`config.mk`:
```
export PLATFORM = sky130hd
export DESIGN_NAME = muldiv_sequencer
export DESIGN_NICKNAME = d
export VERILOG_FILES = /design/src/rtl/muldiv_sequencer_pkg.sv /design/src/rtl/muldiv_sequencer.sv
export SDC_FILE = /design/constraint.sdc
export NUM_CORES = 1
export LEC_CHECK = 0
export ABC_AREA = 1
export CAP_MARGIN = 20
export CORE_UTILIZATION = 50
export CTS_CLUSTER_DIAMETER = 60
export DETAILED_ROUTE_END_ITERATION = 8
export PLACE_DENSITY = 0.74
export SYNTH_ARGS = -nofsm -noshare
export SYNTH_HDL_FRONTEND = slang
export SYNTH_SLANG_ARGS = --single-unit
```
`constraint.sdc`:
```
create_clock -name clk -period 4.85 [get_ports clk]
set_clock_uncertainty 0.2 [all_clocks]
set_input_delay 0.97 -clock clk [delete_from_list [all_inputs] [get_ports clk]]
set_output_delay 0.97 -clock clk [all_outputs]
set_load 0.03 [all_outputs]
```
`src/rtl/muldiv_sequencer_pkg.sv`:
```
`default_nettype none
// +-----------------------------------------------------------------------+
// | muldiv_sequencer_pkg                                                  |
// | Operation codes and FSM states for the MULT/DIV sequencer.            |
// | Rev 1.0                                                               |
// +-----------------------------------------------------------------------+
package muldiv_sequencer_pkg;

   localparam logic [1:0] MD_NONE = 2'b00;
   localparam logic [1:0] MD_MULT = 2'b01;
   localparam logic [1:0] MD_DIV  = 2'b10;

   typedef enum logic [1:0] {
      MD_IDLE = 2'b00,
      MD_CALC = 2'b01,
      MD_FIX  = 2'b10,
      MD_DONE = 2'b11
   } md_state_e;

   function automatic logic md_op_valid(input logic [1:0] op_code);
      return (op_code == MD_MULT) || (op_code == MD_DIV);
   endfunction

endpackage
`default_nettype wire

```
`src/rtl/muldiv_sequencer.sv`:
```
`default_nettype none
// +-----------------------------------------------------------------------+
// | muldiv_sequencer                                                      |
// | Bit-serial signed MULT/DIV owning the HI/LO register pair.            |
// | Rev 1.0                                                               |
// +-----------------------------------------------------------------------+
module muldiv_sequencer
   import muldiv_sequencer_pkg::*;
#(
   parameter int DATA_WIDTH = 16,
   parameter int CNT_WIDTH  = 5
) (
   input  logic                  clk,
   input  logic                  rst,
   input  logic                  start,
   input  logic [1:0]            op,
   input  logic [DATA_WIDTH-1:0] in1,
   input  logic [DATA_WIDTH-1:0] in2,
   output logic                  busy,
   output logic                  done,
   output logic [DATA_WIDTH-1:0] hi,
   output logic [DATA_WIDTH-1:0] lo,
   output logic                  div_by_zero
);

   localparam int W = DATA_WIDTH;

   function automatic logic [W-1:0] abs_val(input logic [W-1:0] v);
      return v[W-1] ? -v : v;
   endfunction

   function automatic logic [W-1:0] neg_if(input logic [W-1:0] v, input logic n);
      return n ? -v : v;
   endfunction

   md_state_e              state_q, state_d;
   logic [CNT_WIDTH-1:0]   cnt_q, cnt_d;
   logic [1:0]             op_q, op_d;
   logic                   sign1_q, sign1_d;
   logic                   sign2_q, sign2_d;
   logic [W-1:0]           mag1_q, mag1_d;
   logic [W-1:0]           mag2_q, mag2_d;
   // MULT: {partial product, remaining multiplier bits}; DIV: lower half holds the quotient
   logic [2*W-1:0]         acc_q, acc_d;
   logic [W-1:0]           rem_q, rem_d;
   logic [W-1:0]           hi_q, hi_d;
   logic [W-1:0]           lo_q, lo_d;
   logic                   dbz_q, dbz_d;

   logic [W:0]             add_sum;
   logic [W:0]             div_shift;
   logic [W:0]             div_diff;
   logic [2*W-1:0]         prod_fix;
   logic                   accept;

   assign add_sum   = {1'b0, acc_q[2*W-1:W]} + (acc_q[0] ? {1'b0, mag1_q} : '0);
   assign div_shift = {rem_q, acc_q[W-1]};
   // Borrow out of the W+1 bit subtract marks a failed trial subtraction
   assign div_diff  = div_shift - {1'b0, mag2_q};
   assign prod_fix  = (sign1_q ^ sign2_q) ? -acc_q : acc_q;
   assign accept    = start && md_op_valid(op);

   always_comb begin
      state_d = state_q;
      cnt_d   = cnt_q;
      op_d    = op_q;
      sign1_d = sign1_q;
      sign2_d = sign2_q;
      mag1_d  = mag1_q;
      mag2_d  = mag2_q;
      acc_d   = acc_q;
      rem_d   = rem_q;
      hi_d    = hi_q;
      lo_d    = lo_q;
      dbz_d   = dbz_q;

      case (state_q)
         MD_IDLE, MD_DONE: begin
            dbz_d   = 1'b0;
            state_d = MD_IDLE;
            if (accept) begin
               op_d    = op;
               sign1_d = in1[W-1];
               sign2_d = in2[W-1];
               mag1_d  = abs_val(in1);
               mag2_d  = abs_val(in2);
               acc_d   = {{W{1'b0}}, (op == MD_MULT) ? abs_val(in2) : abs_val(in1)};
               rem_d   = '0;
               cnt_d   = CNT_WIDTH'(W);
               state_d = MD_CALC;
            end
         end
         MD_CALC: begin
            cnt_d = cnt_q - CNT_WIDTH'(1);
            if (op_q == MD_MULT) begin
               acc_d = {add_sum, acc_q[W-1:1]};
            end else begin
               acc_d = {acc_q[2*W-1:W], acc_q[W-2:0], ~div_diff[W]};
               rem_d = div_diff[W] ? div_shift[W-1:0] : div_diff[W-1:0];
            end
            if (cnt_q == CNT_WIDTH'(1)) begin
               state_d = MD_FIX;
            end
         end
         MD_FIX: begin
            state_d = MD_DONE;
            if (op_q == MD_MULT) begin
               hi_d = prod_fix[2*W-1:W];
               lo_d = prod_fix[W-1:0];
            end else if (mag2_q == '0) begin
               dbz_d = 1'b1;
            end else begin
               lo_d = neg_if(acc_q[W-1:0], sign1_q ^ sign2_q);
               hi_d = neg_if(rem_q, sign1_q);
            end
         end
         default: state_d = MD_IDLE;
      endcase
   end

   always_ff @(posedge clk or posedge rst) begin
      if (rst) begin
         state_q <= MD_IDLE;
         cnt_q   <= '0;
         op_q    <= MD_NONE;
         sign1_q <= 1'b0;
         sign2_q <= 1'b0;
         mag1_q  <= '0;
         mag2_q  <= '0;
         acc_q   <= '0;
         rem_q   <= '0;
         hi_q    <= '0;
         lo_q    <= '0;
         dbz_q   <= 1'b0;
      end else begin
         state_q <= state_d;
         cnt_q   <= cnt_d;
         op_q    <= op_d;
         sign1_q <= sign1_d;
         sign2_q <= sign2_d;
         mag1_q  <= mag1_d;
         mag2_q  <= mag2_d;
         acc_q   <= acc_d;
         rem_q   <= rem_d;
         hi_q    <= hi_d;
         lo_q    <= lo_d;
         dbz_q   <= dbz_d;
      end
   end

   assign busy        = (state_q == MD_CALC) || (state_q == MD_FIX);
   assign done        = (state_q == MD_DONE);
   assign hi          = hi_q;
   assign lo          = lo_q;
   assign div_by_zero = dbz_q;

endmodule
`default_nettype wire
```
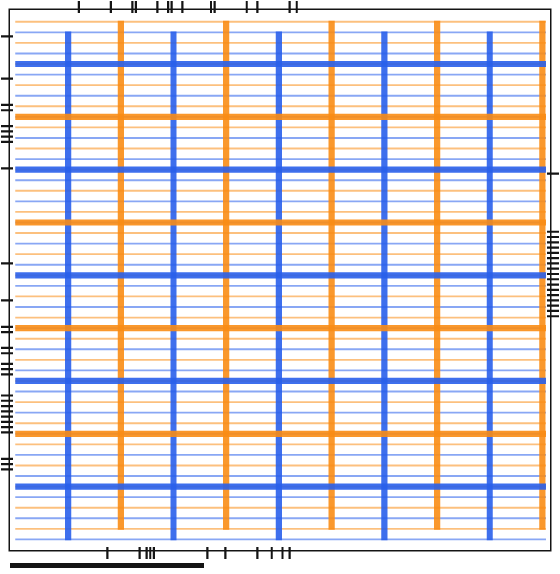
(run_1/floorplan.png)
The bar under the picture is 50 um long. Pins as bars on the die edge.
legend:
  VDD:
    color: orange
  VSS:
    color: blue
met5 straps: 9
met1 rails: 50
rows: 49
signal pins: 72
met4 straps: 10
VDD IR max: 548 uV
Die Ht: 139 um

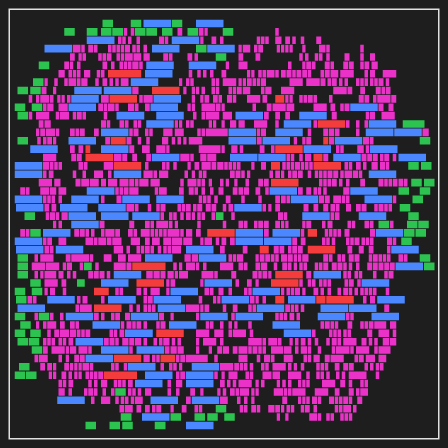
(run_1/class_map.png)
legend:
  registers:
    color: blue
    cells: 124
  remaining logic cells:
    color: magenta
    cells: 1,222
  clock drivers and dummy loads:
    color: red
    cells: 32
  remaining buffers and delay cells:
    color: green
    cells: 75
fraction of area in registers: 28.7%
Final Util: 59.4%
std cell rows: 49
Final Instance Area: 10,800 um^2
Core Footprint: 18,200 um^2

==> Slide: Implementation Results, run 1 <==
Synthesis and Place & Route Summary

Synth
  – Basic Gates by Area: 33.2%
  – Mapped Area: about 9400 um^2
  – Warnings from Yosys: 0
  – Synth mux share: 0%
  – Post-synth EDFFs: 0
  – Post-synth regs: 124
  – Yosys chip area: ~9400 um^2
  – Syn_nets: 1,471
  – Post-Synth XOR/XNOR Area: between 3 and 4%
  – Seq share, synth: 33.1%
  – # Cells Yosys: around 1,400
  – Syn Area/Cell: about 6.8 um^2
  – Share of flip-flops with an asynchronous set or reset: 100%
  – Top non-seq family: simple AND/OR/NAND/NOR gates

Detailed routing
  – Vias/cell: about 5.7
  – Drc violations: 5
  – Total wire length: around 27 mm
  – Mean routed wirelength per cell: about 16 um
  – Routed via count: around 9,500
  – Antenna viol nets, final: 0

Worst setup path
  – Worst r2r path cells: 7
  – Crit. End Element: primary output
  – Crit-path cells: inv_1 > ha_1 > inv_1 > clkdlybuf4s50_1
  – Critical path depth: 4
  – Worst path bufs/invs: 3
  – Crit-path most repeated cell: inv_1
  – CP endpoint: busy
  – Worst setup SP type: register
  – Critical path class: reg -> out
  – CP delay by family, top: buffers and inverters
  – Reg2Reg Capture Point: hi[6]$_DFFE_PP0P_
  – CP Data Arrival Time: ~2.1 ns
  – CP max-delay cell: clkdlybuf4s50_1

Die
  – Tap cells: 229
  – Initial Util: slightly above 50%

Pwr
  – Switching power: about 3300 uW
  – Clk network pwr share: about a fifth
  – Power Total: between 6000 and 7000 uW
  – Comb pwr share: a little over half
  – Switching share of power: between 40% and 50%
  – Leakage power: about 0.0055 uW
  – Seq pwr share: about a quarter
  – Internal power: between 3000 and 4000 uW

Global routing
  – Pin count of the biggest net entering global routing: 66
  – Initial antenna violation count: 0
  – Met2 usage: a little under half
  – GRT Util Overall: 28.6%
  – Global Route met3 Usage: between 3 and 4%
  – Grt ovf: 0
  – First-pass GRT wire length: around 44 mm
  – Vias in the first global route: between 8,000 and 9,000

Final layout
  – Logic inverters: 174
  – Max reg flops: 32
  – Layout cells sized above 1: 5.02%
  – Combinational share of cell area: approximately 50%
  – Area Growth Syn to Fin: 15.2%
  – Largest reg by FF count: acc_q
  – Clock-cell share of area: 5.81%
  – Flop area: between 3000 and 4000 um^2
  – Fillcell total: 1,716
  – Nets: between 1,500 and 2,000
  – Layout clock buffer count: 20
  – Final std cells w/o fill: about 1,700
  – Ant diodes: 0

Clock network
  – Num CTS Buffers: 17
  – Post-CTS Setup Bufs: 0
  – Post-CTS sizing: 0
  – Root Buffer: clkbuf_16
  – CTS tree: yes
  – CTS Buffer Depth: 2
  – Hold Buf Count CTS: 0
  – Clock transition at path regs: roughly 0.060 ns

STA
  – Slew HR: between 40% and 50%
  – WHS: roughly 0.29 ns
  – Final max-slew violation count: 0
  – Worst-margin pin slew: around 0.86 ns
  – Endpoints failing setup: 0
  – Max Freq: between 0.3 and 0.4 GHz
  – Final worst path period share: approximately 67%
  – Final hold violation count: 0
  – Fin crit period: 3.25 ns
  – RSZ-0062 raised after global routing: false

Outcome
  – Failing checks: DRC
  – Status: finished, violations left

Place
  – HPWL after DPL: roughly 20 mm
  – DP Worst Slack: approximately 1.3 ns
  – Placed cell count: ~1,700

Run
  – OpenROAD warnings: 29
  – Max cap viols: 0

Worst hold path
  – Hold Path End: lo[1]$_DFFE_PP0P_
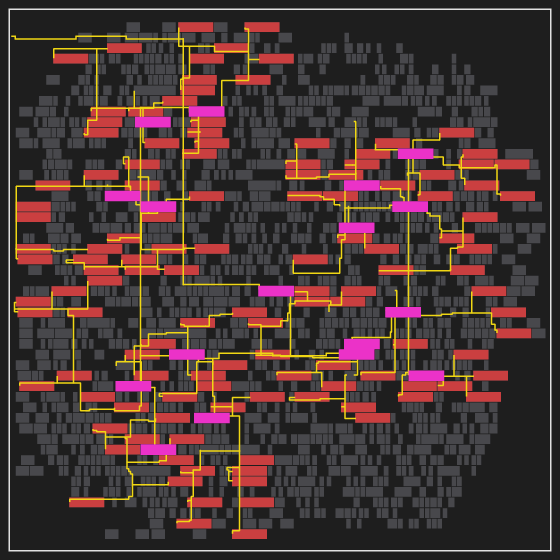
(run_1/clock_wires.png)
legend:
  clock wires:
    color: yellow
    length: 1,760 um
  flip-flops:
    color: red
    count: 124
  clock-net drivers:
    color: magenta
    count: 17
flops lie: widely spread
routed clock nets: 18

[run 1: cells in the mapped netlist, types with 7 or more instances]
library cell	count	area [um^2]
buf_2	13	65.1
clkbuf_1	17	63.8
inv_2	9	33.8
nand2_2	7	43.8
nand3_1	125	626
xor2_1	27	236
ha_1	42	526
inv_1	162	608
nand2_1	380	1430
dfrtp_1	124	3100
nand3b_1	17	128
o22ai_1	8	50.1
a221oi_1	13	114
a31oi_1	23	144
a21oi_1	82	410
o21ai_0	93	465
a22oi_1	7	52.6
o21ai_1	7	35.0
nor2_1	146	548
nor3_1	12	60.1
nand4_1	15	93.8
[run 1: cell usage in the layout (no fill, tap or decap), types with 5 or more instances in the layout]
| cell type | count |
|---|---|
| o21ai_1 | 7 |
| a31oi_1 | 23 |
| nor3_1 | 12 |
| xor2_1 | 27 |
| nand3_1 | 125 |
| a21oi_1 | 82 |
| a22oi_1 | 7 |
| o21ai_0 | 93 |
| xnor2_1 | 6 |
| clkdlybuf4s50_1 | 71 |
| nand4_1 | 15 |
| a221oi_1 | 13 |
| nand3b_1 | 17 |
| inv_2 | 9 |
| o22ai_1 | 8 |
| nand2_1 | 380 |
| nor2_1 | 146 |
| clkbuf_16 | 17 |
| ha_1 | 42 |
| inv_1 | 161 |
| nor2_4 | 6 |
| nand2_2 | 7 |
| clkinv_4 | 5 |
| dfrtp_1 | 124 |
[run 1: power by group through the flow]
stage | registers, uW | clock network (uW) | logic (uW)
finish | 1840 | 1360 | 3700
CTS | 1820 | 1350 | 3660
detailed placement | 1840 | 0 | 3640
floorplan | 1940 | 0 | 2490
global route | 1880 | 1400 | 4110
global placement | 1820 | 0 | 3580
[run 1: layer usage]
metal  part of all wire (%)  routed length, um
met1                     45              12200
met2                     46              12500
met3                    6.2               1670
met4                    2.5                662
met5                      0                  0
--- run 2 (diff from run 1) ---
PLACE_DENSITY = 0.77   (was 0.74)
clock period = 2.75 ns   (was 4.85 ns; I/O delays follow)
==> run 2 against run 1 <==
The flow still finishes with violations (DRC). Register-to-register slack lost 1.7 ns. Count of clock-buffer cells in the layout shrank 3. Sequential power grew 73%. Global-route usage grew 0.56 points. Clock power grew about 60%. Via count grew 1.7%. Wire length grew 0.64%. Non-clock buffer count grew 20. First-iteration DRC count shrank 3.3%. Critical endpoint is now acc_q[27]$_DFFE_PP0P_. Highest routed layer unchanged.
==> Slide: Implementation Results, run 2 <==
Synthesis and Place & Route Summary

Worst setup path
  – Critical path class: reg -> reg
  – Worst setup SP type: register
  – CP Data Arrival Time: about 2.7 ns
  – Setup crit start: acc_q[0]$_DFFE_PP0P_
  – Reg2Reg Setup Slack: approximately 0.18 ns
  – Worst r2r path cells: 11
  – Crit. End Element: register
  – Reg2Reg Capture Point: acc_q[27]$_DFFE_PP0P_
  – CP endpoint: acc_q[27]$_DFFE_PP0P_
  – CP Max Fanout: 6
  – CP required: between 2 and 3 ns
  – Crit Reg-Reg Startpoint: acc_q[0]$_DFFE_PP0P_

Die
  – Std cell rows: just under 50
  – Core Footprint: about 18,000 um^2
  – Chip area: between 15,000 and 20,000 um^2
  – Die Ht: between 100 and 150 um
  – Io pins: just over 70
  – Die width: 139 um
  – Initial Util: 51.6%

Final layout
  – Max reg flops: 32
  – Ant diodes: 0
  – Top Layout Cells: nand2_1, inv_1, nor2_1, nand3_1, dfrtp_1
  – Largest reg by FF count: acc_q
  – Nets: about 1,500
  – Commonest Layout Cell: nand2_1
  – Fillcell total: ~1,700
  – Area Growth Syn to Fin: 16.4%
  – Final Instance Area: between 10,000 and 15,000 um^2
  – Layout cells sized above 1: between 6 and 7%
  – Final std cells w/o fill: ~1,700

Outcome
  – Status: finished, violations left
  – Failing checks: DRC

Pwr
  – Power per Cell Area: approximately 1100 nW/um^2
  – VDD IR max: around 850 uV
  – Leakage power: 0.00558 uW
  – Power Total: 12,100 uW

STA
  – Setup ws final: 0.183 ns
  – Fin Setup TNS: 0 ns
  – Slew HR: 66.7%
  – WHS: ~0.28 ns
  – Worst-margin pin slew: between 0.4 and 0.5 ns
  – Final max-slew violation count: 0
  – Endpoints failing setup: 0
  – Final worst path period share: roughly 93%
  – Fin crit period: 2.57 ns
  – RSZ-0062 raised after global routing: false
  – Max Freq: approximately 0.39 GHz
  – Final hold violation count: 0

Synth
  – Synth mux share: 0%
  – Post-Synth XOR/XNOR Area: approximately 3.1%
  – # Cells Yosys: ~1,400
  – Top cell area share: about a third
  – Top non-seq family: simple AND/OR/NAND/NOR gates
  – Syn_nets: roughly 1,500
  – Post-Syn Instances: about 1,400
  – Post-synth regs: 124
  – Yosys top cell by area: dfrtp_1
  – Post-synth EDFFs: 0
  – Top-count cell post-synth: nand2_1
  – Top cells by area: dfrtp_1, nand2_1, nand3_1, inv_1, nor2_1
  – Post-synth top cells: nand2_1, inv_1, nor2_1
  – Main synth FF type: dfrtp_1
  – Yosys chip area: 9390 um^2
  – Yosys cell types: between 40 and 50
  – Warnings from Yosys: 0
  – Syn Area/Cell: a little under 7 um^2
  – Share of flip-flops with an asynchronous set or reset: 100%
  – Seq share, synth: between 30% and 40%
  – Basic Gates by Area: 33.2%
  – Aoi share: 15.0%
  – Mapped Area: between 9000 and 10,000 um^2

Clock network
  – Clock transition at path regs: roughly 0.06 ns
  – TritonCTS sink count: 124
  – Post-CTS sizing: 1
  – Hold Buf Count CTS: 0
  – CTS Buffer Depth: 2
  – Htree depth: 4
  – Root Buffer: clkbuf_16
  – CTS tree: yes
  – Post-CTS Setup Bufs: 0
  – Num CTS Buffers: 17

Global routing
  – First-pass GRT wire length: roughly 44 mm
  – Initial antenna violation count: 0
  – Pin count of the biggest net entering global routing: around 64
  – Grt ovf: 0
  – Vias in the first global route: about 8,800

Place
  – IO Port Bufs: ~71
  – DP Worst Slack: roughly 0.083 ns
  – Placed cell count: between 1,500 and 2,000
  – Placed Area: 10,400 um^2
  – HPWL after DPL: about 21 mm
  – Placer Congestion: about 0.90

Worst hold path
  – Hold Path End: lo[2]$_DFFE_PP0P_
  – Hold path start: lo[2]$_DFFE_PP0P_
  – Hold crit path type: reg -> reg

Detailed routing
  – Detailed Routing Iterations Pass 1: 9
  – Vias/cell: between 5 and 6
  – Drc violations: 4
  – Antenna viol nets, final: 0
  – Initial DRC Count: 896

Run
  – OpenROAD warnings: 29
  – Max cap viols: 0
==> run 2: netlist changes by cell type in the layout (fill, tap and decap cells not counted), sizes merged <==
cell / delta
clkdlybuf4s50: -1
inv: +3
dlygate4sd2: +1
clkbuf: -3
clkinvlp: +3
buf: +20
bufinv: -2
clkinv: -2
==> run 2: cell type report <==
| class | count | area, um^2 | share of cell area, % |
|---|---|---|---|
| Multi-Input combinational cell | 1048 | 5390 | 49.3 |
| Clock inverter | 14 | 138 | 1.26 |
| Tap cell | 229 | 287 | 2.62 |
| Clock buffer | 17 | 425 | 3.89 |
| Timing Repair Buffer | 95 | 927 | 8.49 |
| Inverter | 174 | 659 | 6.03 |
| Sequential cell | 124 | 3100 | 28.4 |
==> run 2: power breakdown <==
part	total [uW]	internal (uW)	leakage (uW)	switching, uW
registers	3180	2550	0.00154	628
logic	6750	2370	0.00377	4380
clock network	2180	1260	0.000271	928
total	12100	6180	0.00558	5930
==> run 2: worst max-delay path, stage by stage (launching register included) <==
cell and delay (ns):
dfrtp_1 0.48, nand2_1 0.09, inv_1 0.07, ha_1 0.15, inv_1 0.06, fa_1 0.41
o21ai_0 0.37, nand4_1 0.16, nand3_1 0.18, a21oi_1 0.08, o21ai_1 0.09, o21ai_0 0.11
==> run 2: metal layers <==
| layer | wire (um) | GRT usage [%] | part of all wire (%) |
|---|---|---|---|
| met1 | 12100 | 40.7 | 45 |
| met2 | 12400 | 45.7 | 46 |
| met3 | 1750 | 3.90 | 6.4 |
| met4 | 845 | 12.1 | 3.1 |
| met5 | 0 | 0 | 0 |
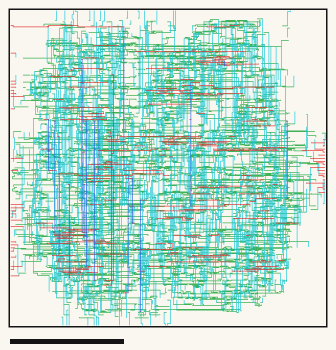
(run_2/layers.png)
The bar under the picture is 50 um long.
legend:
  M1:
    color: green
    wire_length: 12,100 um
  M2:
    color: cyan
    wire_length: 12,400 um
  M4:
    color: blue
    wire_length: 846 um
  M3:
    color: red
    wire_length: 1,750 um
mean routed wirelength per cell: 16.0 um
total wire length: 27.1 mm
routed via count: 9,670
GRT Util Overall: 29.2%

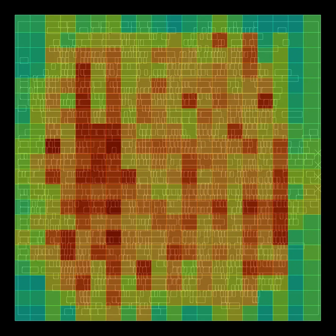
(run_2/congestion_map.png)
Final Util: 60.0%
Global Route met3 Usage: 3.90%
GR peak layer: met2
met2 usage: 45.7%

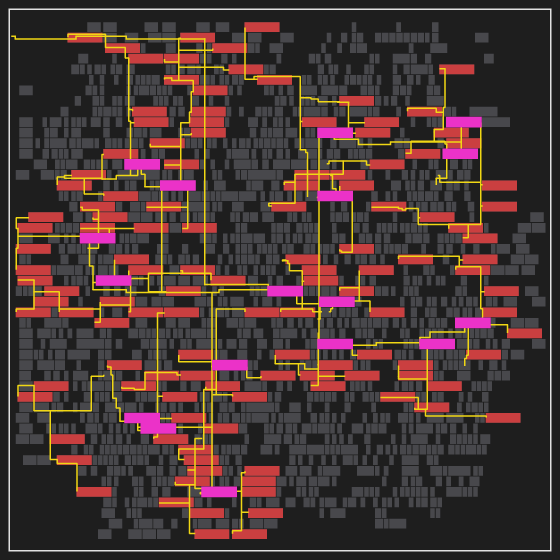
(run_2/clock_wires.png)
legend:
  clock-net drivers:
    color: magenta
    count: 17
  flip-flops:
    color: red
    count: 124
  clock wires:
    color: yellow
    length: 1,780 um
routed clock nets: 18
flops lie: widely spread
worst skew pair latency: 0.43 ns
Power Clock: 2180 uW
Clk network pwr share: 18.0%

Power is estimated from default activity; no workload was simulated.
